### Cell classes on the final placement

Drawn at 4 px/µm.
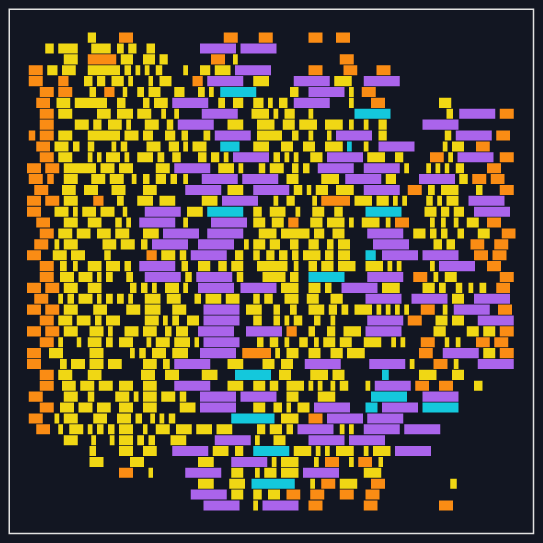
### Cell placement

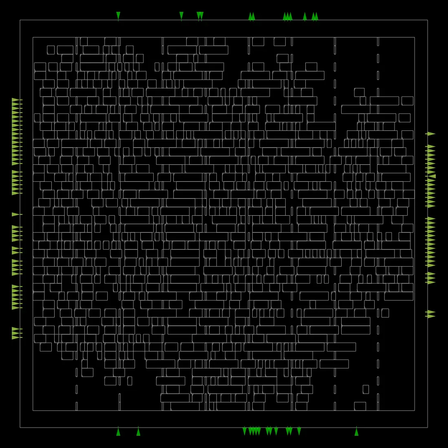
### Where the registers sit

Drawn at 3 px/µm. Other sequential cells in the stronger grey, the rest of the logic in the fainter grey.
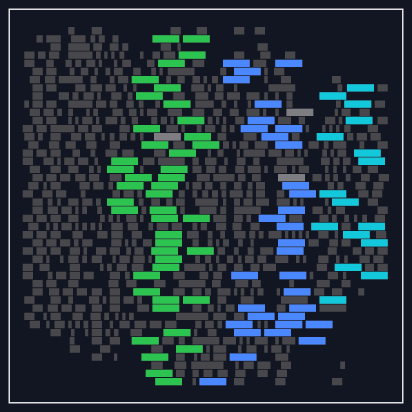
==> config.mk <==
export PLATFORM = sky130hd
export DESIGN_NAME = round_shift_stream
export DESIGN_NICKNAME = d
export VERILOG_FILES = /design/src/rtl/round_shift_pkg.sv /design/src/rtl/round_incr_sat.sv /design/src/rtl/round_shift_stream.sv
export SDC_FILE = /design/constraint.sdc
export NUM_CORES = 1
export LEC_CHECK = 0
export CELL_PAD_IN_SITES_DETAIL_PLACEMENT = 1
export CELL_PAD_IN_SITES_GLOBAL_PLACEMENT = 1
export CORE_MARGIN = 4
export CORE_UTILIZATION = 43
export DETAILED_ROUTE_END_ITERATION = 8
export PLACE_DENSITY = 0.91
export SETUP_SLACK_MARGIN = 0.02
export SYNTH_ARGS = -nofsm -noshare
export SYNTH_HDL_FRONTEND = slang
export SYNTH_SLANG_ARGS = --single-unit
==> constraint.sdc <==
create_clock -name clk -period 3.8 [get_ports clk]
set_clock_uncertainty 0.05 [all_clocks]
set_input_delay 0.38 -clock clk [delete_from_list [all_inputs] [get_ports clk]]
set_output_delay 0.38 -clock clk [all_outputs]
set_load 0.01 [all_outputs]
==> Changelog: implementation <==
### Changed

- Post-Syn Instances: 651
- Fin crit period: 3397 ps
- Setup slack after layout: 403.2 ps
- Syn_area_per_cell: 9.938 µm²
- Routed wl met2: 9242 µm
- PwrDens: 442.1 mW/mm²
- Rows: 44
- Gate Area: 0.003879 mm²
- Least-Margin Pin Slew: 1119 ps
- XOR-XNOR Cells, Area Fraction: 6.362%
- DP HPWL: 14,070 µm
- Status: complete, no violations
- Layout Cells excl Fill: 918
- Hold WC Path Type: register to register
- CP Cell Sequence: o21a_1 -> o21a_1 -> ha_1 -> ha_1 -> nand3_1 -> nor4_2 -> and4bb_2 -> o211ai_2 -> a211oi_4 -> buf_12 -> a31oi_1
- Final setup fails: 0
- Fin crit share: 89.39%
- Syn-to-layout area delta: 22.68%
- Area leader share: 36.74%
- Root Buffer: clkbuf_16
- FFs w/ async S/R, synth: 100.0%
- Netlist cell types: 63
- Mux share: 22.57%
- TritonCTS buffer count: 9
- CTS-repair resized insts: 0
- Place WS: 419.3 ps
- Detail Route Antenna Nets: 0
- Max Slew Vio Count: 0
- Endpoint type of the worst setup path: register
- DR vias/cell: 5.831
- YS chip area: 0.006470 mm²
- CP arrival: 3530 ps
- Yosys Warn Count: 0
- WP buf/inv: 1
- First-pass GRT wire length: 30,480 µm
- Ys flops: 95
- Synthesized cell area: 0.006470 mm²
Notes on 'Cell classes on the final placement' above:
| colour | class | cells | share of their area |
|---|---|---|---|
| yellow | all other logic | 513 | 51% |
| orange | other buffers and delay cells | 110 | 14% |
| cyan | clock drivers and dummy loads | 16 | 4.2% |
| purple | flip-flops | 95 | 31% |
core area: 0.01464 mm²
Final Core Density: 54.20%

Notes on 'Cell placement' above:
flop count: 95
Filler Cells Inserted: 1,615
flop share of the area: 29.95%

Notes on 'Where the registers sit' above:
| colour | name in the netlist | sequential cells |
|---|---|---|
| cyan | `sat_count` | 16 |
| blue | `dout` | 32 |
| green | `r_s1` | 44 |
not coloured: 3
sequential power: 1.44 mW
FF+latch area: 0.002377 mm²

-- report_power, final --
| part | switching (mW) | internal (mW) |
|---|---|---|
| combinational | 0.548 | 0.554 |
| clock | 0.374 | 0.595 |
| sequential | 0.233 | 1.21 |
| total | 1.16 | 2.35 |
-- final cells by class --
cell class | count | share of cell area [%]
clock inverters | 5 | 1.025
clock buffers | 11 | 3.058
multi-input cells | 507 | 48.87
flip-flops and latches | 95 | 29.95
repair buffers | 110 | 13.90
well taps | 184 | 2.900
inverters | 6 | 0.2995
-- per-layer routing --
metal | up-vias | GRT usage [%]
li1 | 2517 | -
met1 | 2694 | 29.16
met2 | 124 | 38.82
met3 | 16 | 2.846
met4 | 2 | 5.808
met5 | - | 0
Power is estimated from default activity; no workload was simulated.
